**config.mk**
```make
export PLATFORM = sky130hd
export DESIGN_NAME = rx_iq_stream_scheduler
export DESIGN_NICKNAME = d
export VERILOG_FILES = /design/src/rtl/rx_iq_stream_scheduler.sv
export SDC_FILE = /design/constraint.sdc
export NUM_CORES = 1
export LEC_CHECK = 0
export CAP_MARGIN = 40
export CORE_MARGIN = 1.5
export CORE_UTILIZATION = 60
export DETAILED_ROUTE_END_ITERATION = 8
export GPL_ROUTABILITY_DRIVEN = 0
export GPL_TIMING_DRIVEN = 0
export PLACE_DENSITY = 0.79
export SYNTH_ARGS = -nofsm -noshare
export SYNTH_HDL_FRONTEND = slang
export SYNTH_SLANG_ARGS = --single-unit
```
**constraint.sdc**
```tcl
create_clock -name clk_in -period 21.7 [get_ports clk_in]
set_input_delay 6.51 -clock clk_in [delete_from_list [all_inputs] [get_ports clk_in]]
set_output_delay 6.51 -clock clk_in [all_outputs]
set_load 0.02 [all_outputs]
```
**src/rtl/rx_iq_stream_scheduler.sv**
```systemverilog
// rx_iq_stream_scheduler: buffers DDC RX1/RX2 IQ sets in a circular FIFO and streams them big-endian, one byte per bus request.
module rx_iq_stream_scheduler #(
   parameter int DEPTH    = 8,
   parameter int AW       = 3,
   parameter int SAMPLE_W = 32
) (
   input  logic                clk_in,
   input  logic                reset,
   input  logic                iq_valid,
   input  logic [SAMPLE_W-1:0] rx1_i,
   input  logic [SAMPLE_W-1:0] rx1_q,
   input  logic [SAMPLE_W-1:0] rx2_i,
   input  logic [SAMPLE_W-1:0] rx2_q,
   input  logic                rx2_en,
   input  logic                stream_start,
   input  logic                stream_stop,
   input  logic                byte_req,
   input  logic                cnt_clear,
   output logic [7:0]          byte_out,
   output logic                byte_valid,
   output logic [AW:0]         fifo_level,
   output logic [15:0]         overflow_cnt,
   output logic [15:0]         underflow_cnt,
   output logic                streaming
);
   localparam int FW = 4 * SAMPLE_W;
   typedef enum logic [1:0] {IDLE, LOAD, SEND} state_t;
   state_t state_q, state_d;
   logic [FW-1:0] mem_q [DEPTH];
   logic [AW-1:0] wr_ptr_q, wr_ptr_d, rd_ptr_q, rd_ptr_d;
   logic [AW:0] level_q, level_d;
   logic [FW-1:0] hold_q, hold_d, seq;
   logic [3:0] idx_q, idx_d, ridx;
   logic pend_q, pend_d, frame_rx2_q, frame_rx2_d;
   logic [7:0] byte_out_q, byte_out_d, byte_sel;
   logic byte_valid_q, byte_valid_d, streaming_q, streaming_d;
   logic [15:0] ovf_q, ovf_d, unf_q, unf_d;
   logic empty, full, load, pop, push, serve, last;
   // Entries hold {I1,Q1,I2,Q2}; the wire order puts each Q word before its I word.
   always_comb begin
      empty = level_q == '0;
      full = level_q == (AW+1)'(DEPTH);
      load = state_q == LOAD && !stream_stop && !stream_start;
      pop = load && !empty;
      push = iq_valid && (!full || pop);
      serve = state_q == SEND && !stream_stop && !stream_start && (byte_req || pend_q);
      last = idx_q == (frame_rx2_q ? 4'd15 : 4'd7);
      seq = {hold_q[2*SAMPLE_W +: SAMPLE_W], hold_q[3*SAMPLE_W +: SAMPLE_W],
             hold_q[0 +: SAMPLE_W], hold_q[SAMPLE_W +: SAMPLE_W]};
      ridx = ~idx_q;
      byte_sel = seq[{ridx, 3'b000} +: 8];
      wr_ptr_d = push ? wr_ptr_q + AW'(1) : wr_ptr_q;
      rd_ptr_d = pop ? rd_ptr_q + AW'(1) : rd_ptr_q;
      level_d = level_q + (AW+1)'(push) - (AW+1)'(pop);
      ovf_d = cnt_clear ? '0 : (iq_valid && !push && ovf_q != '1) ? ovf_q + 16'd1 : ovf_q;
      unf_d = cnt_clear ? '0 : (load && empty && unf_q != '1) ? unf_q + 16'd1 : unf_q;
      state_d = state_q;
      pend_d = pend_q;
      idx_d = idx_q;
      hold_d = hold_q;
      frame_rx2_d = frame_rx2_q;
      byte_out_d = byte_out_q;
      byte_valid_d = 1'b0;
      if (stream_stop) begin
         state_d = IDLE;
         pend_d = 1'b0;
      end else if (stream_start) begin
         state_d = LOAD;
         pend_d = 1'b0;
      end else if (state_q == LOAD) begin
         state_d = SEND;
         idx_d = '0;
         frame_rx2_d = rx2_en;
         pend_d = byte_req;
         hold_d = empty ? hold_q : mem_q[rd_ptr_q];
      end else if (serve) begin
         byte_out_d = byte_sel;
         byte_valid_d = 1'b1;
         idx_d = idx_q + 4'd1;
         pend_d = 1'b0;
         state_d = last ? LOAD : SEND;
      end
      streaming_d = state_d != IDLE;
   end
   always_ff @(posedge clk_in) begin
      if (push)
         mem_q[wr_ptr_q] <= {rx1_i, rx1_q, rx2_i, rx2_q};
   end
   always_ff @(posedge clk_in) begin
      if (reset) begin
         state_q <= IDLE;
         wr_ptr_q <= '0;
         rd_ptr_q <= '0;
         level_q <= '0;
         hold_q <= '0;
         idx_q <= '0;
         pend_q <= 1'b0;
         frame_rx2_q <= 1'b0;
         byte_out_q <= '0;
         byte_valid_q <= 1'b0;
         streaming_q <= 1'b0;
         ovf_q <= '0;
         unf_q <= '0;
      end else begin
         state_q <= state_d;
         wr_ptr_q <= wr_ptr_d;
         rd_ptr_q <= rd_ptr_d;
         level_q <= level_d;
         hold_q <= hold_d;
         idx_q <= idx_d;
         pend_q <= pend_d;
         frame_rx2_q <= frame_rx2_d;
         byte_out_q <= byte_out_d;
         byte_valid_q <= byte_valid_d;
         streaming_q <= streaming_d;
         ovf_q <= ovf_d;
         unf_q <= unf_d;
      end
   end
   assign byte_out = byte_out_q;
   assign byte_valid = byte_valid_q;
   assign fifo_level = level_q;
   assign overflow_cnt = ovf_q;
   assign underflow_cnt = unf_q;
   assign streaming = streaming_q;
endmodule

```
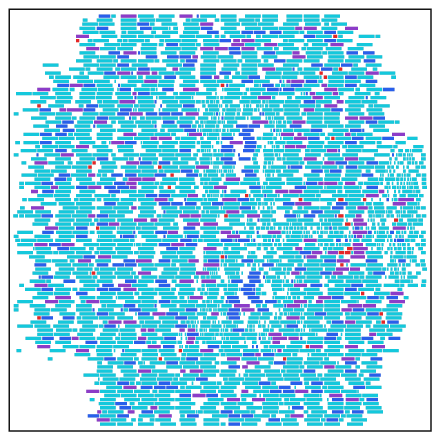
(images/sizes.png)
(1.5 px per um)
_2 cells: in blue, cells 358, share 13%. _3 and _4 cells: in red, cells 36, share 1.3%. _0 and _1 cells: in cyan, cells 2162, share 78%. _6 and larger: in purple, cells 219, share 7.9%.
final std cell area, no fill: 54500 um^2
Plain + repair buffers: 405
area growth from synthesis to layout: 18.3%

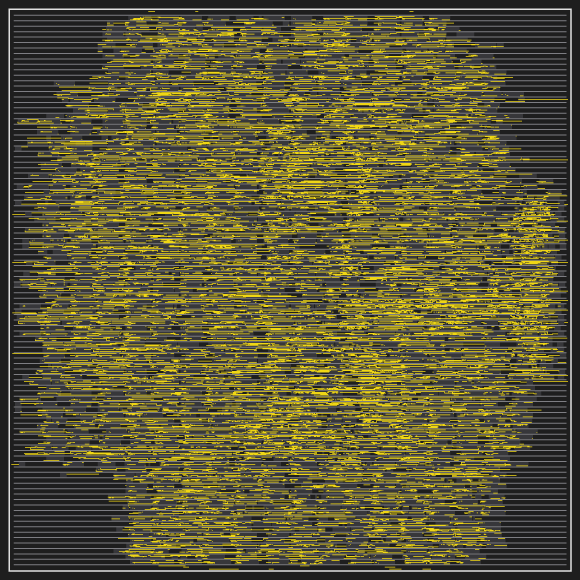
(images/layer_met1.png)
(2 px per um) Supply wires on this layer in gray. Cells faint in the background.
The longest straight run is 74.1 um. 2716 nets have wire on it.
via count: 24495
DRT Wirelength: 110000 um

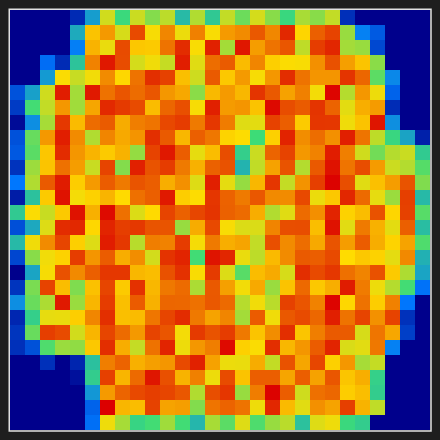
(images/cell_density.png)
(1.5 px per um) 28 x 28 tiles, from dark blue (low) to red (high), 0 to 100% covered.
11% of the tiles are nearly empty. 58% of the tiles are over 75% full. The fullest tile reaches 100%. The mean over all tiles is 68%.
floorplan core area: 75900 um^2
FP Util: 60.7%
fraction of the core area covered by cells at the end of the flow: 71.8%

-- sequential cells by signal, summed over array words and instances, names as in the netlist --
register       cells
wr_ptr_q           3
streaming          1
pend_q             1
fifo_level         4
byte_valid         1
underflow_cnt     16
byte_out           8
rd_ptr_q           3
overflow_cnt      16
state_q            2
hold_q           128
idx_q              4
frame_rx2_q        1
mem_q           1024
-- cell type report --
type / count / area, um^2
flip-flops and latches: 1212 / 34500
plain buffers: 139 / 573
diodes: 9 / 22.5
repair buffers: 266 / 3100
fillers: 4232 / 21400
clock buffers: 159 / 3330
multi-input cells: 934 / 11000
clock inverters: 58 / 633
inverters: 7 / 26.3
well taps: 1030 / 1290
-- cells in the final DEF, fill, tap and decap left out, drive strengths merged, types with 9 or more instances in the layout --
master         synthesis  final
nor2                 176    176
clkbuf                96    255
ha                    11     11
nand4                 11     11
diode                  0      9
nand2                 21     21
inv                    7     12
edfxtp              1024   1024
xnor2                 28     28
nor4                   9      9
buf                   43    129
nand3b                10     10
mux4                 288    288
clkinv                 0     37
a21oi                  9      9
bufinv                 0     12
nor3                  14     14
a211oi               129    129
nand3                 16     16
mux2i                147    147
dfxtp                188    188
clkdlybuf4s50          0    180
-- metal layers --
metal  GRT usage, %  vias to the layer above  wire length [um]
met4           9.33                       26              3030
met3           6.10                      194             10900
met1           39.8                    12682             42000
met5              0                        -               156
met2           46.0                     1400             54200
li1               -                    10193                 -
-- report_power, final --
| part | leakage [nW] | switching, mW | internal (mW) |
|---|---|---|---|
| Clock | 1.95 | 0.849 | 1.21 |
| Sequential | 10.8 | 0.0330 | 2.63 |
| Combinational | 3.84 | 0.210 | 0.145 |
-- worst min-delay path: cells and delay by family (launching register included) --
family             cells  cell delay [ps]
DFF                    1              330
and+or+nand+nor        1               60
AOI/OAI and AO/OA      1               60
==> impl_metrics.xml <==
<?xml version="1.0" encoding="UTF-8"?>
<metrics>
  <group name="logic_synthesis">
    <metric name="ys_types" unit="">44</metric>
    <metric name="yosys.stat.seqShare" unit="%">74.9</metric>
    <metric name="synth_area" unit="um^2">46100</metric>
    <metric name="ys_chip_area" unit="um^2">46100</metric>
    <metric name="yosys_warnings" unit="">0</metric>
    <metric name="post_synth_tally_of_flip_flops_with_integrated_enable" unit="">1024</metric>
    <metric name="synth_top_flop_cell" unit="">sky130_fd_sc_hd__edfxtp_1</metric>
    <metric name="synth.top_cell.area_share" unit="%">66.7</metric>
    <metric name="postSynthCellCount" unit="">2292</metric>
    <metric name="mux_area_share" unit="%">17.3</metric>
    <metric name="synth.comb.largest_family" unit="">multiplexers</metric>
    <metric name="synth_nets" unit="">2440</metric>
    <metric name="fraction_of_the_mapped_netlist_area_in_simple_logic_gates" unit="%">2.94</metric>
    <metric name="synth_adder_area_share" unit="%">0.342</metric>
    <metric name="ys_top_cells_by_count" unit="">sky130_fd_sc_hd__edfxtp_1 (1024), sky130_fd_sc_hd__mux4_2 (288), sky130_fd_sc_hd__dfxtp_1 (188), sky130_fd_sc_hd__nor2_1 (176), sky130_fd_sc_hd__mux2i_1 (147)</metric>
    <metric name="synth.top_cells.by_area" unit="">sky130_fd_sc_hd__edfxtp_1 (67%), sky130_fd_sc_hd__mux4_2 (14%), sky130_fd_sc_hd__dfxtp_1 (8.2%)</metric>
    <metric name="synth_dominant_cell_count" unit="">sky130_fd_sc_hd__edfxtp_1</metric>
    <metric name="synth_flop_count" unit="">1212</metric>
    <metric name="synth_top_cell_by_area" unit="">sky130_fd_sc_hd__edfxtp_1</metric>
    <metric name="async_flop_share" unit="%">0</metric>
  </group>
  <group name="timing">
    <metric name="finalWorstPathRequiredPeriod" unit="ps">10290</metric>
    <metric name="fin_tns_setup" unit="ps">0</metric>
    <metric name="maxSlewViolCount" unit="">0</metric>
    <metric name="clock.fmax" unit="MHz">97.2</metric>
    <metric name="timing.final.crit_share" unit="%">47.4</metric>
    <metric name="worst_slew_margin_rel" unit="%">42.0</metric>
    <metric name="setup_viol_count_final" unit="">0</metric>
    <metric name="postLayoutSetupSlackWorst" unit="ps">11410</metric>
    <metric name="final.setup_skew" unit="ps">30.5</metric>
  </group>
  <group name="clocking">
    <metric name="total_clock_buffers_created_by_cts" unit="">114</metric>
    <metric name="clock_latency" unit="ps">680</metric>
    <metric name="clock_tree_from_tritoncts" unit="">built</metric>
    <metric name="postCtsResizedCells" unit="">0</metric>
    <metric name="clkSinkCount" unit="">1212</metric>
    <metric name="clk_root_buffer_cell" unit="">sky130_fd_sc_hd__clkbuf_16</metric>
    <metric name="postCtsSetupBuffers" unit="">0</metric>
    <metric name="clock_tree.buffer_depth" unit="">3</metric>
  </group>
  <group name="drt">
    <metric name="drt_iter0_drc" unit="">2684</metric>
    <metric name="drt.antenna.violating_nets" unit="">0</metric>
    <metric name="drt-pass1-iter-count" unit="">6</metric>
    <metric name="route.detailed.wl_per_inst" unit="um">28.9</metric>
    <metric name="drt_drc_violations_left" unit="">0</metric>
    <metric name="detail_route.vias_per_cell" unit="">6.42</metric>
  </group>
  <group name="global_routing">
    <metric name="number_of_antenna_violations_at_the_first_check_in_global_routing" unit="">22</metric>
    <metric name="overall_global_routing_usage" unit="%">28.6</metric>
    <metric name="number_of_global_route_vias_before_repair" unit="">24704</metric>
    <metric name="grt_remaining_overflow" unit="">0</metric>
    <metric name="maximum_number_of_pins_on_one_net_before_global_route_repair" unit="">24</metric>
    <metric name="first_pass_grt_wire_length" unit="um">163000</metric>
  </group>
  <group name="placed_design">
    <metric name="dp_worst_setup_slack" unit="ps">10780</metric>
    <metric name="dp_cells" unit="">3588</metric>
    <metric name="io_buffer_count" unit="">180</metric>
  </group>
  <group name="floorplan">
    <metric name="floorplan.die.width" unit="um">280</metric>
    <metric name="chip_area" unit="um^2">78500</metric>
    <metric name="boundaryPins" unit="">182</metric>
    <metric name="die_h" unit="um">280</metric>
    <metric name="number_of_cell_rows" unit="">101</metric>
  </group>
  <group name="power_and_ir_drop">
    <metric name="power.ir.vdd_worst" unit="V">0.0000670</metric>
    <metric name="pwr_density_cell" unit="nW/um^2">93.2</metric>
    <metric name="p_total" unit="mW">5.08</metric>
    <metric name="p_leak" unit="nW">16.6</metric>
  </group>
  <group name="setup_path">
    <metric name="critical_path.cell_chain" unit="">clkdlybuf4s50_1 &gt; or4b_1 &gt; buf_2 &gt; o21ai_0 &gt; nand2_1 &gt; or2_2 &gt; nor3_2 &gt; buf_4 &gt; buf_6 &gt; buf_6 &gt; buf_4 &gt; buf_6</metric>
    <metric name="crit_end" unit="">mem_q[0][92]$_DFFE_PP_</metric>
    <metric name="worstPathArrival" unit="ps">10660</metric>
    <metric name="critical_path_peak_fanout" unit="">9</metric>
    <metric name="ff2ff_setup_slack" unit="ps">17430</metric>
    <metric name="critical_path.endpoint_type" unit="">flop</metric>
    <metric name="startpoint" unit="">stream_start</metric>
    <metric name="crit_buf_inv" unit="">7</metric>
    <metric name="required_worst_endpoint" unit="ps">22070</metric>
  </group>
  <group name="job">
    <metric name="timing.max_cap.violations" unit="">0</metric>
  </group>
  <group name="run_status">
    <metric name="run_status" unit="">completed</metric>
  </group>
  <group name="min_path">
    <metric name="min_path_type" unit="">reg -&gt; reg</metric>
    <metric name="worst_hold_path.num_cells" unit="">2</metric>
  </group>
</metrics>
No activity file was given, so power comes from the tool's default toggle rates.
